[src/rtl/kanagawa_dcfifo_read_adapter.sv]
// kanagawa_dcfifo_read_adapter
// Read-side stage behind a show-ahead dual-clock FIFO, clocked in the FIFO
// read domain. It turns the FIFO empty/rdreq/q interface into a registered
// valid/ready stream through a 2-entry elastic buffer. fifo_rdreq depends only
// on registered state, flush and fifo_empty, so out_ready never reaches the
// FIFO read path combinationally.
//
// Ports
//   clk         read-domain clock (FIFO rdclk)
//   rst_n       asynchronous active-low reset
//   fifo_empty  show-ahead FIFO empty flag
//   fifo_q      show-ahead FIFO head data, valid while fifo_empty=0
//   fifo_rdreq  pop request to the FIFO
//   flush       synchronous discard of buffered entries
//   out_valid   stream valid (registered)
//   out_ready   stream ready
//   out_data    stream data (registered)
//   occupancy   entries held: 0, 1 or 2 (registered)
//   xfer_count  completed output handshakes, wraps (registered)
module kanagawa_dcfifo_read_adapter #(
    parameter int unsigned WIDTH     = 32,
    parameter int unsigned CNT_WIDTH = 16
) (
    input  logic                 clk,
    input  logic                 rst_n,
    input  logic                 fifo_empty,
    input  logic [WIDTH-1:0]     fifo_q,
    output logic                 fifo_rdreq,
    input  logic                 flush,
    output logic                 out_valid,
    input  logic                 out_ready,
    output logic [WIDTH-1:0]     out_data,
    output logic [1:0]           occupancy,
    output logic [CNT_WIDTH-1:0] xfer_count
);

    typedef enum logic [1:0] {
        S_EMPTY = 2'd0,
        S_ONE   = 2'd1,
        S_TWO   = 2'd2
    } state_e;

    state_e               state_q, state_d;
    logic [WIDTH-1:0]     head_q, head_d;
    logic [WIDTH-1:0]     tail_q, tail_d;
    logic [CNT_WIDTH-1:0] cnt_q, cnt_d;
    logic                 valid_q, valid_d;
    logic [1:0]           occ_q, occ_d;

    logic pop;
    logic drain;

    // Pop decision uses only registered state, flush and the FIFO flag.
    assign pop   = rst_n & ~fifo_empty & ~flush & (state_q != S_TWO);
    assign drain = valid_q & out_ready;

    // Next-state, buffer and status computation.
    always_comb begin
        state_d = state_q;
        head_d  = head_q;
        tail_d  = tail_q;
        cnt_d   = cnt_q + CNT_WIDTH'(drain);
        valid_d = 1'b0;
        occ_d   = 2'd0;

        if (flush) begin
            // Buffered contents become don't-care; keep head to avoid toggling.
            state_d = S_EMPTY;
        end else begin
            case (state_q)
                S_EMPTY: begin
                    if (pop) begin
                        state_d = S_ONE;
                        head_d  = fifo_q;
                    end
                end
                S_ONE: begin
                    if (pop && drain) begin
                        head_d = fifo_q;
                    end else if (pop) begin
                        state_d = S_TWO;
                        tail_d  = fifo_q;
                    end else if (drain) begin
                        state_d = S_EMPTY;
                    end
                end
                S_TWO: begin
                    if (drain) begin
                        state_d = S_ONE;
                        head_d  = tail_q;
                    end
                end
                default: begin
                    state_d = S_EMPTY;
                end
            endcase
        end

        case (state_d)
            S_ONE: begin
                valid_d = 1'b1;
                occ_d   = 2'd1;
            end
            S_TWO: begin
                valid_d = 1'b1;
                occ_d   = 2'd2;
            end
            default: begin
                valid_d = 1'b0;
                occ_d   = 2'd0;
            end
        endcase
    end

    // State and output registers.
    always_ff @(posedge clk or negedge rst_n) begin
        if (!rst_n) begin
            state_q <= S_EMPTY;
            head_q  <= '0;
            tail_q  <= '0;
            cnt_q   <= '0;
            valid_q <= 1'b0;
            occ_q   <= 2'd0;
        end else begin
            state_q <= state_d;
            head_q  <= head_d;
            tail_q  <= tail_d;
            cnt_q   <= cnt_d;
            valid_q <= valid_d;
            occ_q   <= occ_d;
        end
    end

    assign fifo_rdreq = pop;
    assign out_valid  = valid_q;
    assign out_data   = head_q;
    assign occupancy  = occ_q;
    assign xfer_count = cnt_q;

    // Simulation checks of the interface contract.
    a_no_pop_when_empty: assert property (
        @(posedge clk) disable iff (!rst_n) fifo_rdreq |-> !fifo_empty);

    a_head_stable: assert property (
        @(posedge clk) disable iff (!rst_n) (valid_q && !out_ready) |=> $stable(head_q));

    a_occ_range: assert property (
        @(posedge clk) disable iff (!rst_n) occ_q <= 2'd2);

endmodule

[config.mk]
export PLATFORM = sky130hd
export DESIGN_NAME = kanagawa_dcfifo_read_adapter
export DESIGN_NICKNAME = d
export VERILOG_FILES = /design/src/rtl/kanagawa_dcfifo_read_adapter.sv
export SDC_FILE = /design/constraint.sdc
export NUM_CORES = 1
export LEC_CHECK = 0
export ABC_AREA = 1
export CAP_MARGIN = 5
export CORE_ASPECT_RATIO = 0.7
export CORE_MARGIN = 1
export CORE_UTILIZATION = 50
export CTS_CLUSTER_SIZE = 28
export DETAILED_ROUTE_END_ITERATION = 8
export GPL_ROUTABILITY_DRIVEN = 0
export PLACE_DENSITY = 0.8
export SLEW_MARGIN = 40
export SYNTH_ARGS = -nofsm -noshare
export SYNTH_HDL_FRONTEND = slang
export SYNTH_SLANG_ARGS = --single-unit
[constraint.sdc]
create_clock -name clk -period 1.8 [get_ports clk]
set_input_delay 0.36 -clock clk [delete_from_list [all_inputs] [get_ports clk]]
set_output_delay 0.36 -clock clk [all_outputs]
set_load 0.01 [all_outputs]
==> results_slide.txt <==
Run Summary

Run status
  • Status: complete, but fails checks
  • Failing checks: DRC

Final timing
  • Clock Skew: 0.006379 ns
  • Max-slew violation count: 0
  • Slew HR: 56.24%
  • Worst setup slack after layout: 0.05250 ns
  • Hold slack: 0.1727 ns
  • Fin crit share: 97.08%
  • Total negative setup slack: 0 ns
  • Final Hold Violation Tally: 0
  • Worst Tran Pin Value: 0.6564 ns
  • F_max: 572.2 MHz

Drt
  • Post-route DRC: 1
  • DRT iter0 DRCs: 190
  • Post-route ant nets: 0

Worst setup path
  • Buf/Inv on CP: 1
  • Worst setup SP type: flip-flop
  • Reg2Reg Depth: 9
  • Slowest stage delay, CP: 0.58 ns
  • Arr. time, crit path: 1.39 ns
  • Reg2reg setup slack: 0.23 ns
  • CP required: 1.44 ns
  • Worst-path cell chain: clkdlybuf4s50_1

Synth
  • Synth logic family: simple AND/OR/NAND/NOR gates
  • Post-Synth XOR/XNOR Area: 2.450%
  • Sequential share of the synthesized area: 54.09%
  • Post-Synth Simple-Gate Area: 22.88%
  • Mux area share: 0%
  • Cell type with the largest total area: dfrtp_1
  • Number of synthesized flops with an enable pin: 0
  • Area reported by Yosys stat: 0.003933 mm2
  • Yosys stat cell total: 456
  • Mapped Nets: 497
  • Synth top cells by count: 154 x nand2_1, 85 x dfrtp_1, 45 x inv_1, 38 x nand3_1, 34 x o21ai_0
  • Synth Area in Adders: 1.273%
  • Syn Inst Count: 456
  • Mapped Area: 0.003933 mm2
  • Main synth FF type: dfrtp_1

Pwr
  • Power Internal: 3.720 mW
  • Static leakage: 2.527 nW
  • Sw Ratio: 27.69%
  • Seq pwr share: 48.7%

Final layout
  • Fillers: 602
  • Most frequent cells in the layout: 154 x nand2_1, 86 x clkdlybuf4s50_1, 83 x dfrtp_1, 45 x inv_1, 38 x nand3_1
  • Logic area: 0.001466 mm2
  • Inverter count: 48
  • Post-route cell area: 0.005156 mm2
  • Top class by area: sequential cells
  • Clock-cell share: 4.368%
  • Flop share of the area: 41.30%
  • Flop count: 85

Clock network
  • CTS root buf: clkbuf_8
  • Insertion Delay late pin: 0.36 ns
  • Hold buffers post-CTS: 0

Run
  • OpenROAD warning count: 27

GRT
  • Initial antenna violation count: 0
  • Largest net degree at the start of global routing: 86
  • First-pass GRT wire length: 15090 um

Floorplanning
  • Area of the core: 0.007450 mm2
  • Floorplan row count: 26
  • Vert. Die Dim: 76.20 um
  • Initial core utilization: 52.79%
  • Chip Area: 0.008230 mm2
  • Ports: 89

Hold path
  • Hold WC Path Type: primary input to asynchronous set/reset pin

Placed design
  • Post-placement setup slack: -0.2792 ns
==> routing by layer <==
layer	up-vias	GRT usage [%]	share of wire [%]
li1	1622	-	-
met1	1579	31.85	46
met2	98	37.45	47
met3	10	5.646	5.8
met4	0	6.712	1.3
met5	-	0	0
==> power by group through the flow <==
| stage | registers (mW) | logic, mW | clock network [mW] |
|---|---|---|---|
| 2_1_floorplan | 2.60 | 0.395 | 0 |
| 3_3_place_gp | 2.52 | 1.10 | 0 |
| 4_1_cts | 2.50 | 1.14 | 1.55 |
| 3_5_place_dp | 2.53 | 1.14 | 0 |
| 5_1_grt | 2.55 | 1.26 | 1.63 |
| 6_report | 2.50 | 1.13 | 1.51 |
==> sequential cells by signal, summed over array words and instances, names as in the netlist <==
register / cells
out_data: 32
tail_q: 32
xfer_count: 16
occupancy: 2
state_q: 2
out_valid: 1
Figure 1. Metal 4.
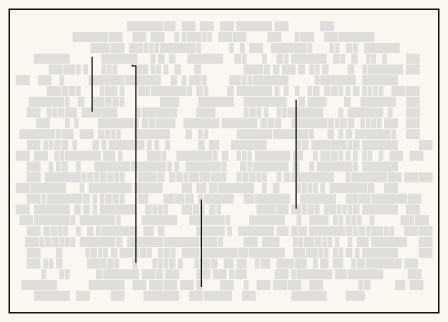
- longest straight run: 49.5 um
- main direction: vertical
- wire length on this layer: 113 um
- nets with wire on the layer: 3
Routed WL: 8765 um
routed via count: 3309

Figure 2. Layout detail.
Region (68, 7) to (93, 32) um. Cells in gray, sequential cells in the stronger gray; small squares are vias.
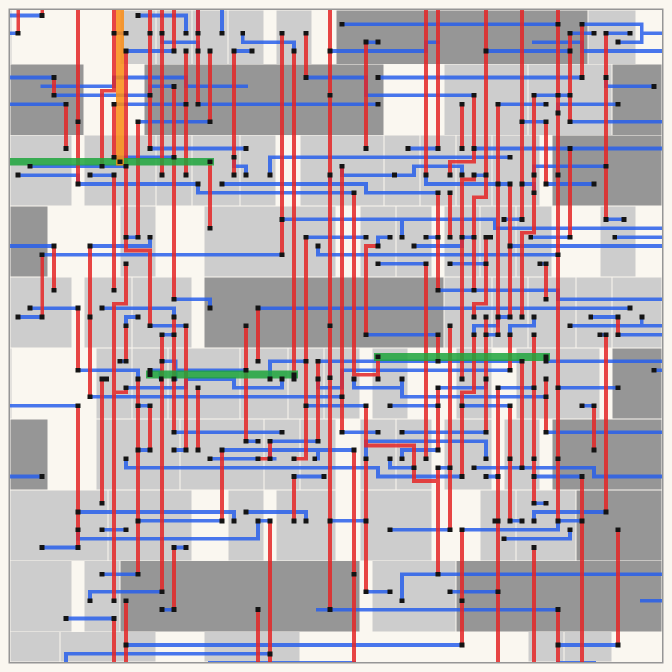
- metal 2: red
- metal 1: blue
- metal 3: green
- metal 4: orange
- sequential cells in the window: 5
- most frequent: nand2_1 (16), inv_1 (9), nor2_1 (8)
- cells with their middle in the window: 66
- netlist names of flops here include: `xfer_count` (5)

Figure 3. Signal wires by layer.
Only two layers are drawn.
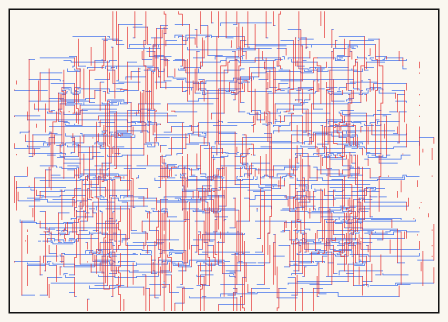
- metal 1: blue (wire length 4010 um)
- metal 2: red (wire length 4130 um)
GRT Total Usage: 23.47%
wire per inst: 13.42 um

Figure 4. Congestion heat map.
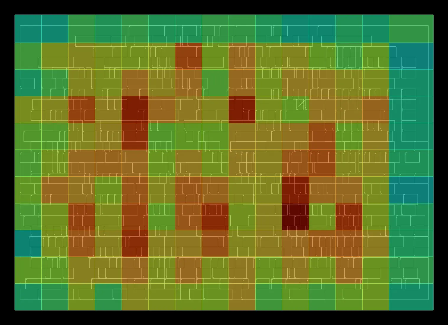
Core Util, Final: 69.21%
met2 GRT Util: 37.45%
met1 Usage GRT: 31.85%
busiest layer in global routing: met2
routing usage on met3: 5.646%

Power is estimated from default activity; no workload was simulated.
